<file path="src/rtl/data_mem_arb_pkg.sv">
// Shared defaults and FSM state encoding for the two-port data memory arbiter.
package data_mem_arb_pkg;

    localparam int ADDR_W_DEF = 9;
    localparam int DATA_W_DEF = 32;
    localparam int STAT_W     = 16;

    typedef enum logic [1:0] {
        IDLE = 2'd0,
        OWN0 = 2'd1,
        OWN1 = 2'd2
    } arb_state_t;

endpackage

</file>
<file path="src/rtl/data_mem_arb_stats.sv">
// Per-port accept counters, 16-bit, saturating at all-ones.
module data_mem_arb_stats
    import data_mem_arb_pkg::*;
(
    input  logic                  clk,
    input  logic                  rst_n,
    input  logic [1:0]            i_inc,
    output logic [2*STAT_W-1:0]   o_cnt
);

    genvar gi;
    generate
        for (gi = 0; gi < 2; gi++) begin : g_cnt
            logic [STAT_W-1:0] r_cnt;

            always_ff @(posedge clk or negedge rst_n) begin
                if (!rst_n) begin
                    r_cnt <= '0;
                end else if (i_inc[gi] && (r_cnt != {STAT_W{1'b1}})) begin
                    r_cnt <= r_cnt + 1'b1;
                end
            end

            assign o_cnt[gi*STAT_W +: STAT_W] = r_cnt;
        end
    endgenerate

endmodule

</file>
<file path="src/rtl/data_mem_arbiter.sv">
// Round-robin arbiter with bounded burst ownership in front of a 512x32 data memory.
// Optional accept counters are built when DATA_MEM_ARB_STATS_EN is defined.
module data_mem_arbiter
    import data_mem_arb_pkg::*;
#(
    parameter int ADDR_W    = ADDR_W_DEF,
    parameter int DATA_W    = DATA_W_DEF,
    parameter int MAX_BURST = 4
) (
    input  logic              clk,
    input  logic              rst_n,
    input  logic              req0_valid,
    input  logic              req0_we,
    input  logic [ADDR_W-1:0] req0_addr,
    input  logic [DATA_W-1:0] req0_wdata,
    output logic              req0_ready,
    input  logic              req1_valid,
    input  logic              req1_we,
    input  logic [ADDR_W-1:0] req1_addr,
    input  logic [DATA_W-1:0] req1_wdata,
    output logic              req1_ready,
    output logic              rsp0_valid,
    output logic [DATA_W-1:0] rsp0_rdata,
    output logic              rsp1_valid,
    output logic [DATA_W-1:0] rsp1_rdata,
    output logic              mem_we,
    output logic [ADDR_W-1:0] mem_waddr,
    output logic [DATA_W-1:0] mem_wdata,
    output logic [ADDR_W-1:0] mem_raddr,
    input  logic [DATA_W-1:0] mem_rdata,
    output logic [STAT_W-1:0] stat_gnt0,
    output logic [STAT_W-1:0] stat_gnt1
);

    localparam int CNT_W = $clog2(MAX_BURST + 1);

    arb_state_t        r_state;
    logic              r_rr_ptr;
    logic [CNT_W-1:0]  r_burst_cnt;
    logic              r_rsp0_valid;
    logic              r_rsp1_valid;
    logic [DATA_W-1:0] r_rsp0_rdata;
    logic [DATA_W-1:0] r_rsp1_rdata;
    logic [ADDR_W-1:0] r_raddr_hold;

    logic              w_gnt0;
    logic              w_gnt1;
    logic              w_acc0;
    logic              w_acc1;
    logic              w_acc_any;
    logic              w_under_max;
    logic              w_win_we;
    logic [ADDR_W-1:0] w_win_addr;
    logic [DATA_W-1:0] w_win_wdata;

    assign w_under_max = (r_burst_cnt < CNT_W'(MAX_BURST));

    // The owner keeps the port while under its burst budget or while the other side is idle.
    always_comb begin
        w_gnt0 = 1'b0;
        w_gnt1 = 1'b0;
        case (r_state)
            IDLE: begin
                if (req0_valid && req1_valid) begin
                    w_gnt0 = ~r_rr_ptr;
                    w_gnt1 = r_rr_ptr;
                end else begin
                    w_gnt0 = req0_valid;
                    w_gnt1 = req1_valid;
                end
            end
            OWN0: begin
                if (req0_valid && (w_under_max || !req1_valid)) w_gnt0 = 1'b1;
                else if (req1_valid)                           w_gnt1 = 1'b1;
            end
            OWN1: begin
                if (req1_valid && (w_under_max || !req0_valid)) w_gnt1 = 1'b1;
                else if (req0_valid)                           w_gnt0 = 1'b1;
            end
            default: ;
        endcase
    end

    assign w_acc0    = w_gnt0 & rst_n;
    assign w_acc1    = w_gnt1 & rst_n;
    assign w_acc_any = w_acc0 | w_acc1;

    assign w_win_we    = w_gnt1 ? req1_we    : req0_we;
    assign w_win_addr  = w_gnt1 ? req1_addr  : req0_addr;
    assign w_win_wdata = w_gnt1 ? req1_wdata : req0_wdata;

    assign req0_ready = w_acc0;
    assign req1_ready = w_acc1;
    assign mem_we     = w_acc_any & w_win_we;
    assign mem_waddr  = w_win_addr;
    assign mem_wdata  = w_win_wdata;
    assign mem_raddr  = w_acc_any ? w_win_addr : r_raddr_hold;

    assign rsp0_valid = r_rsp0_valid;
    assign rsp1_valid = r_rsp1_valid;
    assign rsp0_rdata = r_rsp0_rdata;
    assign rsp1_rdata = r_rsp1_rdata;

    always_ff @(posedge clk or negedge rst_n) begin
        if (!rst_n) begin
            r_state      <= IDLE;
            r_rr_ptr     <= 1'b0;
            r_burst_cnt  <= '0;
            r_rsp0_valid <= 1'b0;
            r_rsp1_valid <= 1'b0;
            r_rsp0_rdata <= '0;
            r_rsp1_rdata <= '0;
            r_raddr_hold <= '0;
        end else begin
            r_rsp0_valid <= w_acc0 & ~req0_we;
            r_rsp1_valid <= w_acc1 & ~req1_we;
            if (w_acc0 && !req0_we) r_rsp0_rdata <= mem_rdata;
            if (w_acc1 && !req1_we) r_rsp1_rdata <= mem_rdata;
            if (w_acc_any)          r_raddr_hold <= w_win_addr;

            if (w_acc0) begin
                if (r_state == OWN0) begin
                    if (w_under_max) r_burst_cnt <= r_burst_cnt + 1'b1;
                end else begin
                    r_state     <= OWN0;
                    r_burst_cnt <= CNT_W'(1);
                    r_rr_ptr    <= 1'b1;
                end
            end else if (w_acc1) begin
                if (r_state == OWN1) begin
                    if (w_under_max) r_burst_cnt <= r_burst_cnt + 1'b1;
                end else begin
                    r_state     <= OWN1;
                    r_burst_cnt <= CNT_W'(1);
                    r_rr_ptr    <= 1'b0;
                end
            end else begin
                r_state     <= IDLE;
                r_burst_cnt <= '0;
            end
        end
    end

`ifdef DATA_MEM_ARB_STATS_EN
    logic [2*STAT_W-1:0] w_stat_cnt;

    data_mem_arb_stats u_stats (
        .clk   (clk),
        .rst_n (rst_n),
        .i_inc ({w_acc1, w_acc0}),
        .o_cnt (w_stat_cnt)
    );

    assign stat_gnt0 = w_stat_cnt[STAT_W-1:0];
    assign stat_gnt1 = w_stat_cnt[2*STAT_W-1:STAT_W];
`else
    assign stat_gnt0 = '0;
    assign stat_gnt1 = '0;
`endif

endmodule

</file>
<file path="config.mk">
export PLATFORM = sky130hd
export DESIGN_NAME = data_mem_arbiter
export DESIGN_NICKNAME = d
export VERILOG_FILES = /design/src/rtl/data_mem_arb_pkg.sv /design/src/rtl/data_mem_arb_stats.sv /design/src/rtl/data_mem_arbiter.sv
export SDC_FILE = /design/constraint.sdc
export NUM_CORES = 1
export LEC_CHECK = 0
export CORE_MARGIN = 10
export CORE_UTILIZATION = 33
export CTS_CLUSTER_DIAMETER = 200
export DETAILED_ROUTE_END_ITERATION = 7
export PLACE_DENSITY = 0.82
export SLEW_MARGIN = 20
export SYNTH_ARGS = -nofsm -noshare
export SYNTH_HDL_FRONTEND = slang
export SYNTH_SLANG_ARGS = --single-unit
</file>
<file path="constraint.sdc">
create_clock -name clk -period 2.2 [get_ports clk]
set_clock_uncertainty 0.15 [all_clocks]
set_input_delay 0.44 -clock clk [delete_from_list [all_inputs] [get_ports clk]]
set_output_delay 0.44 -clock clk [all_outputs]
set_load 0.1 [all_outputs]
</file>
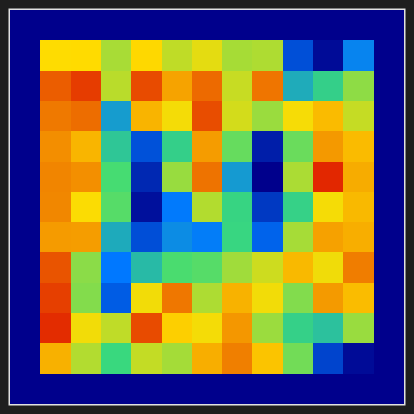
*Cell density map, run 1*
Drawn at 3 px/µm. The die is cut into 13 by 13 equal tiles; dark blue is low, red is high, 0 to 100% covered.
29% of the tiles are nearly empty. The mean over all tiles is 44%. 27% of the tiles are over 75% full.

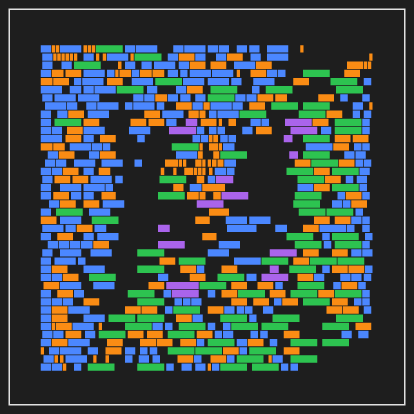
*Placed cells, one colour a class, run 1*
Drawn at 3 px/µm.
Key: clock drivers and dummy loads = purple [cells 16, share of their area 4.2%]; combinational and other logic = orange [cells 185, share of their area 27%]; other buffers and delay cells = blue [cells 278, share of their area 42%]; flops = green [cells 81, share of their area 26%]
post-route design area: 7870 µm²
total core area: 12100 µm²

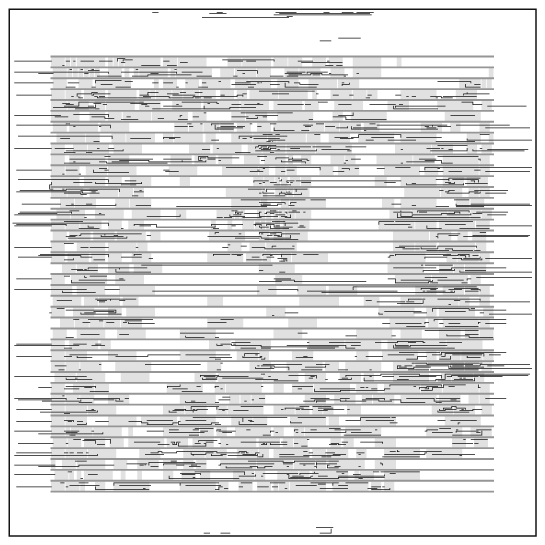
*Signal wires on met1, run 1*
Drawn at 4 px/µm. Supply wires on this layer in grey. Cells faint in the background.
The longest straight run is 33.1 µm. The layer carries 5430 µm of wire. The layer holds 36% of the routed length.
GR Util met1: 0.172
Via Count: 3247
Routed Wire Length: 15000 µm

==> ci_impl_report.md, run 1 <==
## Synthesis and layout report

| Metric | Value |
|---|---|
| Area fraction in compound gates | `0.0239` |
| Dominant cell type by area after synthesis | `dfrtp_1` |
| CP peak stage delay | `0.40 ns` |
| Setup CP Type | `flip-flop to output pin` |
| Die Size | `17200 µm²` |
| YS chip area | `4090 µm²` |
| WP buf/inv | `2` |
| Reg clk slew, reported paths | `0.07 ns` |
| Setup crit end kind | `output pin` |
| Global routing's busiest layer | `met2` |
| Fill cells | `869` |
| First-pass GRT wire length | `22800 µm` |
| Largest net degree at the start of global routing | `82` |
| Area after DPL | `7240 µm²` |
| Clock Tree Root | `clkbuf_16` |
| Register share after synthesis | `0.496` |
| Final Slew Violations | `0` |
| Cell Area, Synth | `4090 µm²` |
| DR vias/cell | `4.46` |
| Non-filler cells, final | `728` |
| Largest Pwr Group | `combinational logic` |
| Critical-path cell list | `or2_1 -> o221ai_2 -> nand3_2 -> buf_12 -> mux2_4 -> mux2_4 -> buf_12` |
| CTS Buf Count | `9` |
| DRT antenna net count | `0` |
| Post-Route Utilization | `0.652` |
| Pint | `4.69 mW` |
| Most frequent logic cell in the layout | `clkdlybuf4s50_1` |
| Minimum clock period | `2.81 ns` |
| Worst hold slack | `0.133 ns` |
| Setup ws final | `-0.608 ns` |
| DR WL/cell | `20.6 µm` |
| Sequential cell power | `2.11 mW` |
| Gate Count Post-Synth | `283` |
| Pre-Repair DR Iteration Count | `4` |
| FF-to-FF Start | `r_state[0]` |
| Final hold viol count | `0` |
| Share of layout cells above drive strength 1 | `0.536` |
| Cells after DPL | `703` |
| Status | `complete, but fails checks` |
| Site row count | `40` |
| CP Launch Type | `flip-flop` |
| Initial antenna violation count | `0` |
| Ys async rst share | `1.00` |
| RSZ-0062 raised after global routing | `yes` |
| # port buffers | `238` |
| Commonest cells after routing, fill and taps aside | `clkdlybuf4s50_1, mux2_4, buf_4` |
| Failing checks | `negative setup slack` |
| Setup violators final | `85` |
| Final period utilization | `1.28` |
| Combinational Power Share | `0.634` |
| Worst relative slew slack | `0.503` |
| Top cells by count, synth | `dfrtp_1, mux2_2, buf_4` |
| DP HPWL | `12000 µm` |
| Mux contribution to synthesized area | `0.349` |
[run 1: flip-flops by register name (all words and copies together), names as in the netlist]
register / flops
r_rr_ptr: 1
r_state: 2
rsp0_rdata: 32
rsp1_rdata: 32
rsp1_valid: 1
rsp0_valid: 1
r_burst_cnt: 3
r_raddr_hold: 9
[run 1: cell type report]
class                      count  area, µm²  share of cell area
clock buffer                   9        225              0.0286
clock inverter                 7       95.1              0.0121
inverter                       3       11.3             0.00143
multi-input combinational    182       2080               0.265
sequential                    81       2030               0.258
tap                          168        210              0.0267
timing repair buffer         278       3220               0.409
[run 1: repair_timing]
item                       CTS  global route
gates resized               11            34
pin swaps                    2             0
buffers inserted             3             3
setup endpoints to repair   53            86
gates cloned                 0             4
### Cell placement, run 1

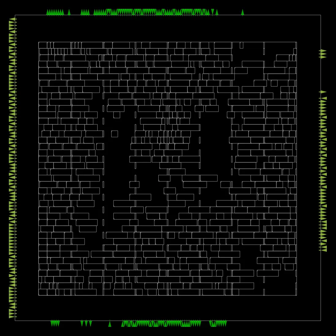

## Run 2: what changed since run 1
SKIP_CTS_REPAIR_TIMING = 1   (was unset)
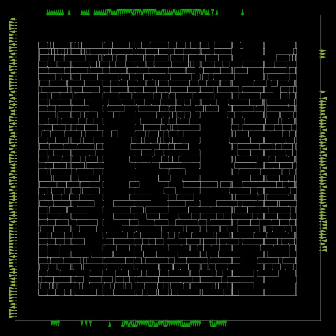
*Cell placement, run 2*
Post-Route Utilization: 0.651
non-filler cells, final: 727

==> run 2 against run 1 <==
Register-to-register slack barely moved. Synthesized cell count is the same. Critical path type unchanged. Utilization is 0.12 points lower. Maximum frequency is 0.18% lower. The flow still finishes with violations (negative setup slack). Count of clock-buffer cells in the layout is the same. Setup slack got worse by 0.0051 ns. Power is essentially flat.
==> ci_impl_report.md, run 2 <==
## Synthesis and layout report

| Metric | Value |
|---|---|
| Mean Syn Cell Area | `14.4 µm² (unchanged)` |
| Final Slew Violations | `0 (unchanged)` |
| Area after DPL | `7240 µm² (unchanged)` |
| Failing checks | `negative setup slack (unchanged)` |
| Setup violators final | `85 (unchanged)` |
| Die Size | `17200 µm² (unchanged)` |
| Minimum clock period | `2.81 ns (about the same)` |
| First-pass GRT wire length | `22700 µm (was 22800 µm)` |
| XOR-XNOR Cells, Area Fraction | `0.00214 (unchanged)` |
| Multi-input gates | `182 (unchanged)` |
| DR vias/cell | `4.46 (about the same)` |
| Vias in the first global route | `3756 (was 3772)` |
| Fill cells | `868 (was 869)` |
| Pre-Repair DR Iteration Count | `4 (unchanged)` |
| Worst hold slack | `0.131 ns (was 0.133 ns)` |
| Total core area | `12100 µm² (unchanged)` |
| DP HPWL | `12000 µm (unchanged)` |
| MI comb area | `2080 µm² (unchanged)` |
| Reg power frac | `0.208 (about the same)` |
| Clock Tree Root | `clkbuf_16 (unchanged)` |
| Setup crit end kind | `output pin (unchanged)` |
| Cell Area, Synth | `4090 µm² (unchanged)` |
| Cells after DPL | `703 (unchanged)` |
| CP top delay family | `multiplexers (unchanged)` |
| Mux contribution to synthesized area | `0.349 (unchanged)` |
| Clk cell area share | `0.0408 (was 0.0407)` |
| Largest net degree at the start of global routing | `82 (unchanged)` |
| Pint | `4.69 mW (about the same)` |
| Largest logic family | `multiplexers (unchanged)` |
| Top cells by count, synth | `dfrtp_1, mux2_2, buf_4 (unchanged)` |
| Die extent in x | `131 µm (unchanged)` |
| Combinational Power Share | `0.634 (about the same)` |
| Synth Area in Simple Gates | `0.0254 (unchanged)` |
| Status | `complete, but fails checks (unchanged)` |
| YS chip area | `4090 µm² (unchanged)` |
| Max-area cell class | `buffers (unchanged)` |
| Sw Share | `0.537 (about the same)` |
| Final hold viol count | `0 (unchanged)` |
| WP buf/inv | `2 (unchanged)` |
| Post-route design area | `7860 µm² (was 7870 µm²)` |
| HP Class | `primary input to async pin (unchanged)` |
| GRT Total Usage | `0.164 (was 0.165)` |
| Fraction of area in registers | `0.258 (about the same)` |
| Ys async rst share | `1.00 (unchanged)` |
| Initial antenna violation count | `0 (unchanged)` |
| Data buffer area share | `0.408 (was 0.409)` |
| Register share after synthesis | `0.496 (unchanged)` |
| Share of layout cells above drive strength 1 | `0.535 (was 0.536)` |
| Critical-path cell list | `or2_1 -> o221ai_2 -> nand3_2 -> buf_12 -> mux2_4 -> mux2_4 -> buf_12 (unchanged)` |
| CP peak stage delay | `0.40 ns (about the same)` |
| Power density over the cells | `1290 nW/µm² (about the same)` |
| Setup CP Type | `flip-flop to output pin (unchanged)` |
| Comb group | `6.43 mW (about the same)` |
| Flop count | `81 (unchanged)` |
| Reg clk slew, reported paths | `0.07 ns (about the same)` |
| DRT antenna net count | `0 (unchanged)` |
| Site row count | `40 (unchanged)` |
| P_sw | `5.44 mW (was 5.45 mW)` |
| # clk buffers | `9 (unchanged)` |
| Non-clk invs | `3 (unchanged)` |
| Routed Wire Length | `15000 µm (about the same)` |
| DR WL/cell | `20.6 µm (about the same)` |
| Net count reported at finish | `675 (was 676)` |
| Final period utilization | `1.28 (about the same)` |
| CP Launch Type | `flip-flop (unchanged)` |
| Setup ws final | `-0.613 ns (was -0.608 ns)` |
| Clock sink total | `81 (unchanged)` |
| Via Count | `3246 (was 3247)` |
| Dominant cell type by area after synthesis | `dfrtp_1 (unchanged)` |
| Comb/total area | `0.265 (about the same)` |
| Non-clock buffers | `277 (was 278)` |
| Area fraction in compound gates | `0.0239 (unchanged)` |
| Sequential cell power | `2.11 mW (about the same)` |
| Most frequent logic cell in the layout | `clkdlybuf4s50_1 (unchanged)` |
| Worst Path Required | `1.61 ns (about the same)` |
| Synth warn | `0 (unchanged)` |
| Storage cell area | `2030 µm² (unchanged)` |
| Largest Pwr Group | `combinational logic (unchanged)` |
| CTS Buf Count | `9 (unchanged)` |
| Worst relative slew slack | `0.501 (was 0.503)` |
| Diodes inserted | `0 (unchanged)` |
| Tap cell count | `168 (unchanged)` |
| Gate Count Post-Synth | `283 (unchanged)` |
| Commonest cells after routing, fill and taps aside | `clkdlybuf4s50_1, mux2_4, buf_4 (unchanged)` |
| I/O pins | `271 (unchanged)` |
| # port buffers | `238 (unchanged)` |
| RSZ-0062 raised after global routing | `yes (unchanged)` |
-- run 2: cell counts after synthesis --
Identical to the previous run, type by type.
-- run 2: path summary, 6_finish.rpt --
kind                                 from              to  slack (ns)  cells after the start
setup / recovery               r_state[0]    mem_raddr[2]       -0.61                      7
hold / removal                      rst_n  rsp1_rdata[28]        0.13                      2
max in group asynchronous           rst_n  rsp0_rdata[30]        1.27                      2
min in group clk           rsp1_rdata[12]  rsp1_rdata[12]        0.36                      1
hold reg to reg            rsp1_rdata[12]  rsp1_rdata[12]        0.36                      1
setup reg to reg               r_state[0]  rsp1_rdata[31]       -0.06                      9
-- run 2: routing by layer --
layer  vias up  track usage  wire (µm)
met5         -            0          0
met4         0       0.0457        194
met3        10       0.0777       1470
met2       173        0.289       7950
met1      1591        0.170       5400
li1       1472            -          -
Power is estimated from default activity; no workload was simulated.
